### src/rtl/key_sched_dec.sv
// DES decryption key schedule: loads PC-1(k) on req and emits K16..K1, one per RUN cycle.
// Optional key_err parity flag is built when KEY_SCHED_DEC_PARITY_CHK_EN is defined.
module key_sched_dec (
   input  logic        clk,
   input  logic        rst,
   input  logic        req,
   input  logic [63:0] k,
   output logic        busy,
   output logic [47:0] rk,
   output logic        rk_valid,
   output logic [3:0]  rnd,
   output logic        done
`ifdef KEY_SCHED_DEC_PARITY_CHK_EN
   ,
   output logic        key_err
`endif
);

   typedef enum logic [1:0] {IDLE, RUN, DONE} state_t;

   // Tables hold FIPS 46 bit numbers (1 = MSB of the source vector).
   localparam int PC1_TAB [56] = '{
      57, 49, 41, 33, 25, 17,  9,  1, 58, 50, 42, 34, 26, 18,
      10,  2, 59, 51, 43, 35, 27, 19, 11,  3, 60, 52, 44, 36,
      63, 55, 47, 39, 31, 23, 15,  7, 62, 54, 46, 38, 30, 22,
      14,  6, 61, 53, 45, 37, 29, 21, 13,  5, 28, 20, 12,  4};

   localparam int PC2_TAB [48] = '{
      14, 17, 11, 24,  1,  5,  3, 28, 15,  6, 21, 10,
      23, 19, 12,  4, 26,  8, 16,  7, 27, 20, 13,  2,
      41, 52, 31, 37, 47, 55, 30, 40, 51, 45, 33, 48,
      44, 49, 39, 56, 34, 53, 46, 42, 50, 36, 29, 32};

   function automatic logic [55:0] pc1(input logic [63:0] key);
      logic [55:0] r;
      r = '0;
      for (int i = 0; i < 56; i++) r[55-i] = key[64-PC1_TAB[i]];
      return r;
   endfunction

   function automatic logic [47:0] pc2(input logic [55:0] cd_in);
      logic [47:0] r;
      r = '0;
      for (int i = 0; i < 48; i++) r[47-i] = cd_in[56-PC2_TAB[i]];
      return r;
   endfunction

   state_t      state, state_nxt;
   logic [55:0] cd, cd_nxt;
   logic [3:0]  rnd_nxt;
   logic        shift2;
   logic [27:0] c_cur, d_cur;

   assign c_cur = cd[55:28];
   assign d_cur = cd[27:0];

   // Reversed encryption schedule: single-bit steps undo shifts 16, 9 and 2.
   assign shift2 = !((rnd == 4'd0) || (rnd == 4'd7) || (rnd == 4'd14));

   always_ff @(posedge clk or posedge rst) begin
      if (rst) begin
         state <= IDLE;
         cd    <= '0;
         rnd   <= '0;
      end else begin
         state <= state_nxt;
         cd    <= cd_nxt;
         rnd   <= rnd_nxt;
      end
   end

   always_comb begin
      state_nxt = state;
      cd_nxt    = cd;
      rnd_nxt   = 4'd0;
      case (state)
         IDLE: begin
            if (req) begin
               state_nxt = RUN;
               cd_nxt    = pc1(k);
            end
         end
         RUN: begin
            if (rnd == 4'd15) begin
               state_nxt = DONE;
            end else begin
               rnd_nxt = rnd + 4'd1;
               if (shift2)
                  cd_nxt = {c_cur[1:0], c_cur[27:2], d_cur[1:0], d_cur[27:2]};
               else
                  cd_nxt = {c_cur[0], c_cur[27:1], d_cur[0], d_cur[27:1]};
            end
         end
         DONE: state_nxt = IDLE;
         default: state_nxt = IDLE;
      endcase
   end

   assign busy     = (state != IDLE);
   assign rk_valid = (state == RUN);
   assign done     = (state == DONE);
   assign rk       = pc2(cd);

`ifdef KEY_SCHED_DEC_PARITY_CHK_EN
   function automatic logic even_byte(input logic [63:0] key);
      logic e;
      e = 1'b0;
      for (int b = 0; b < 8; b++) e = e | ~(^key[8*b +: 8]);
      return e;
   endfunction

   always_ff @(posedge clk or posedge rst) begin
      if (rst)
         key_err <= 1'b0;
      else if ((state == IDLE) && req)
         key_err <= even_byte(k);
   end
`else
   // Parity bits are deliberately dropped by PC-1 when checking is disabled.
   logic parity_unused;
   assign parity_unused = ^{k[56], k[48], k[40], k[32], k[24], k[16], k[8], k[0]};
`endif

endmodule

### config.mk
export PLATFORM = sky130hd
export DESIGN_NAME = key_sched_dec
export DESIGN_NICKNAME = d
export VERILOG_FILES = /design/src/rtl/key_sched_dec.sv
export SDC_FILE = /design/constraint.sdc
export NUM_CORES = 1
export LEC_CHECK = 0
export ABC_AREA = 1
export CORE_MARGIN = 3
export CORE_UTILIZATION = 49
export CTS_BUF_LIST = sky130_fd_sc_hd__clkbuf_8
export CTS_CLUSTER_SIZE = 12
export DETAILED_ROUTE_END_ITERATION = 10
export GPL_TIMING_DRIVEN = 1
export HOLD_SLACK_MARGIN = 0.15
export PLACE_DENSITY_LB_ADDON = 0.08
export SYNTH_ARGS = -nofsm -noshare
export SYNTH_HDL_FRONTEND = slang
export SYNTH_SLANG_ARGS = --single-unit
### constraint.sdc
create_clock -name clk -period 3.1 [get_ports clk]
set_clock_uncertainty 0.15 [all_clocks]
set_input_delay 0.62 -clock clk [delete_from_list [all_inputs] [get_ports clk]]
set_output_delay 0.62 -clock clk [all_outputs]
set_load 0.05 [all_outputs]
==> run_1/ff_map.png <==
The bar under the picture is 20 um long. Other cells in gray.
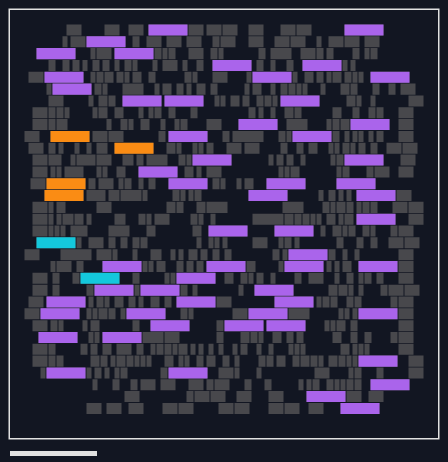
cyan -> state  # flops 2
purple -> cd  # flops 56, where all over the die
orange -> rnd  # flops 4

==> run_1/m1.png <==
The bar under the picture is 20 um long. Supply wires on this layer in gray. Cells faint in the background.
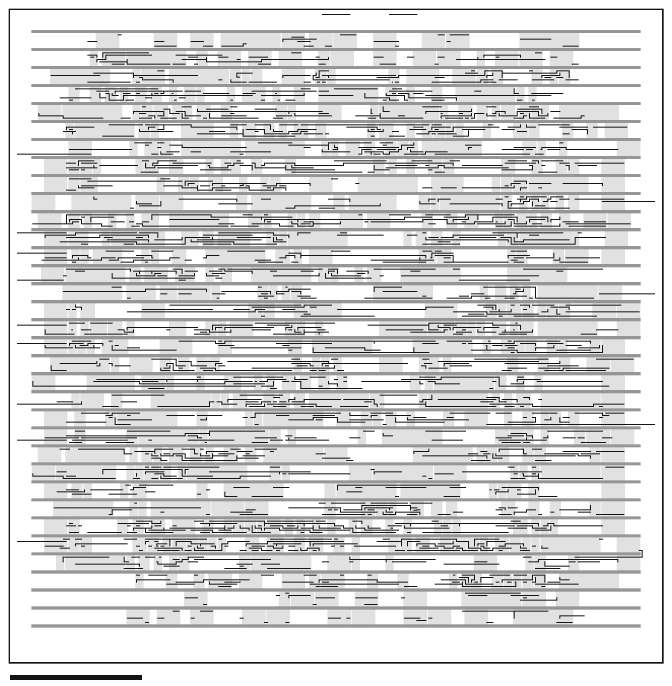
main direction = horizontal
wire length on this layer = 4,910 um
share of all routed wire = 44%

==> run_1/port_trees.png <==
The bar under the picture is 20 um long.
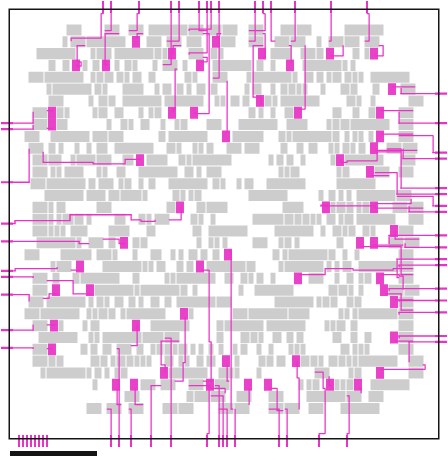
magenta -> k  # bits 64, direction input, edge 22 bottom, 17 right, 15 top, 10 left, end cells 56, buffers 56, wire 1,150 um

==> ci_impl_report.md, run 1 <==
## Implementation flow summary

| Metric | Value |
|---|---|
| Outcome | `finished, final reports clean` |
| Nets | `691` |
| Number of enable flip-flop cells | `0` |
| Multi-In Gates | `359` |
| RSZ-0062 raised after global routing | `no` |
| Cell Chain, Critical Path | `inv_1 > nor2_1 > clkdlybuf4s50_1` |
| Met3 Use GR | `0.0474` |
| Via/cell ratio | `5.47` |
| Arr. time, crit path | `1.70 ns` |
| CTS tree | `done` |
| CP peak stage delay | `0.80 ns` |
| Post-DP HPWL | `6.73 mm` |
| Max-Slew Margin vs Limit | `0.300` |
| Max reg flops | `56` |
| Final Hold Fails | `0` |
| Largest net degree at the start of global routing | `58` |
| Mux area share | `0` |
| Cell taking the most area after synthesis | `dfrtp_1` |
| Gr busiest metal | `met2` |
| Antenna violations before repair | `0` |
| Hold depth | `1` |
| Resized cells post-CTS | `0` |
| Hold Path Sink | `rnd[0]$_DFF_PP0_` |
| CTS Root Cell | `clkbuf_8` |
| Clock group power | `599 uW` |
| Via Count | `3,986` |
| Most common cell in the synthesized netlist | `a21oi_1` |
| WL per Instance | `15.2 um` |
| Reg area | `1550 um^2` |
| Log Warnings | `36` |
| Site Rows | `33` |
| Stages on worst setup path | `3` |
| Buffers, non-clock | `122` |
| CP Launch Point | `state[1]$_DFFE_PP0P_` |
| GR met1 Demand/Resource | `0.317` |
| Initial Utilization | `0.507` |
| Met2 usage | `0.357` |
| Non-clk invs | `67` |
| FF-to-FF End | `cd[45]$_DFFE_PP0P_` |
| Met2 WL | `5.25 mm` |
| WL met1 | `4.91 mm` |
| Comb group | `4570 uW` |
| Layout fillers | `801` |
| Logic share of the area | `0.348` |
==> run 1 -> run 2 <==
clock period = 2.45 ns   (was 3.1 ns; I/O delays follow)
==> run_2/ff_map.png <==
The bar under the picture is 20 um long. Other cells in gray.
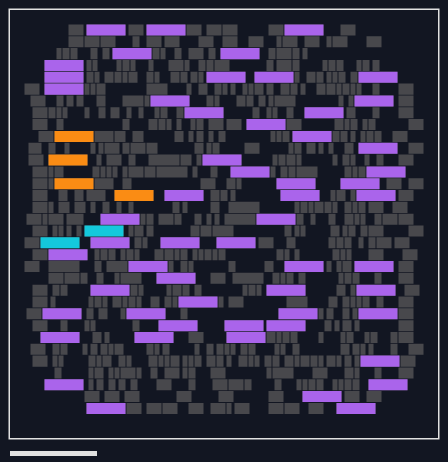
cyan -> state  # flops 2
purple -> cd  # flops 56, where all over the die
orange -> rnd  # flops 4

==> run_2/layers.png <==
Two of the layers only.
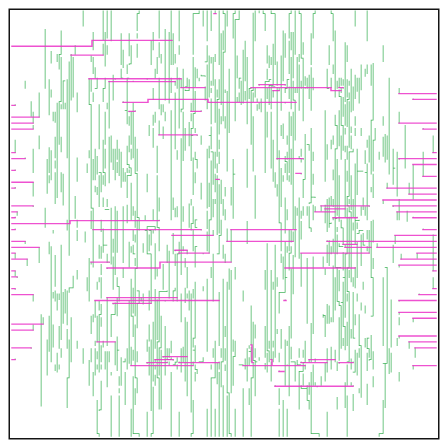
magenta -> M3  # wire length 831 um
green -> M2  # wire length 4,970 um

==> run 2 against run 1 <==
Synthesized cell count unchanged. Clock-buffer cell count decreased by 1. Via count decreased by 0.15%. Wire length decreased by 0.64%. Power increased by 27%. Utilization increased by 0.77 points. Critical endpoint unchanged. Highest routed layer unchanged.
==> ci_impl_report.md, run 2 <==
## Implementation flow summary

| Metric | Value |
|---|---|
| Outcome | `finished, final reports clean` |
| Number of enable flip-flop cells | `0 (unchanged)` |
| Multi-In Gates | `359 (unchanged)` |
| Non-clk invs | `67 (unchanged)` |
| Buffers, non-clock | `126 (+3.3%)` |
| Hold Path Sink | `rnd[0]$_DFF_PP0_` |
| Reg area | `1550 um^2 (unchanged)` |
| Logic share of the area | `0.344 (-0.00430)` |
| CP peak stage delay | `0.81 ns (about the same)` |
| Arr. time, crit path | `1.69 ns (about the same)` |
| WL met1 | `5.04 mm (+2.6%)` |
| Layout fillers | `762 (-4.9%)` |
| CP Launch Point | `state[1]$_DFFE_PP0P_` |
| FF-to-FF End | `cd[10]$_DFFE_PP0P_` |
| Clock group power | `727 uW (+21%)` |
| Final Hold Fails | `0 (unchanged)` |
| Most common cell in the synthesized netlist | `a21oi_1` |
| Cell Chain, Critical Path | `inv_1 > nor2_1 > clkdlybuf4s50_1` |
| WL per Instance | `15.0 um (-1.3%)` |
| Mux area share | `0 (unchanged)` |
| Stages on worst setup path | `3 (unchanged)` |
| Nets | `695 (+0.58%)` |
| Log Warnings | `36 (unchanged)` |
| RSZ-0062 raised after global routing | `no` |
| Post-DP HPWL | `6.87 mm (+2.2%)` |
| Antenna violations before repair | `0 (unchanged)` |
| Max reg flops | `56 (unchanged)` |
| Resized cells post-CTS | `0 (unchanged)` |
| Comb group | `5850 uW (+28%)` |
| Via/cell ratio | `5.42 (-0.83%)` |
==> run_2/m1.png <==
The bar under the picture is 20 um long. Supply wires on this layer in gray. Cells faint in the background.
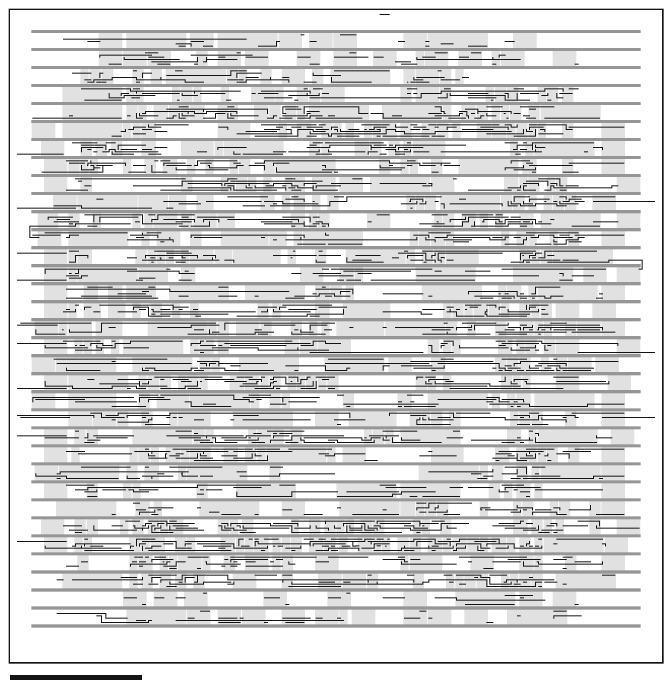
nets with wire on the layer = 612
longest straight run = 28.1 um
share of all routed wire = 46%
GR met1 Demand/Resource: 0.335
Via Count: 3,980

Power and IR drop assume default switching activity.
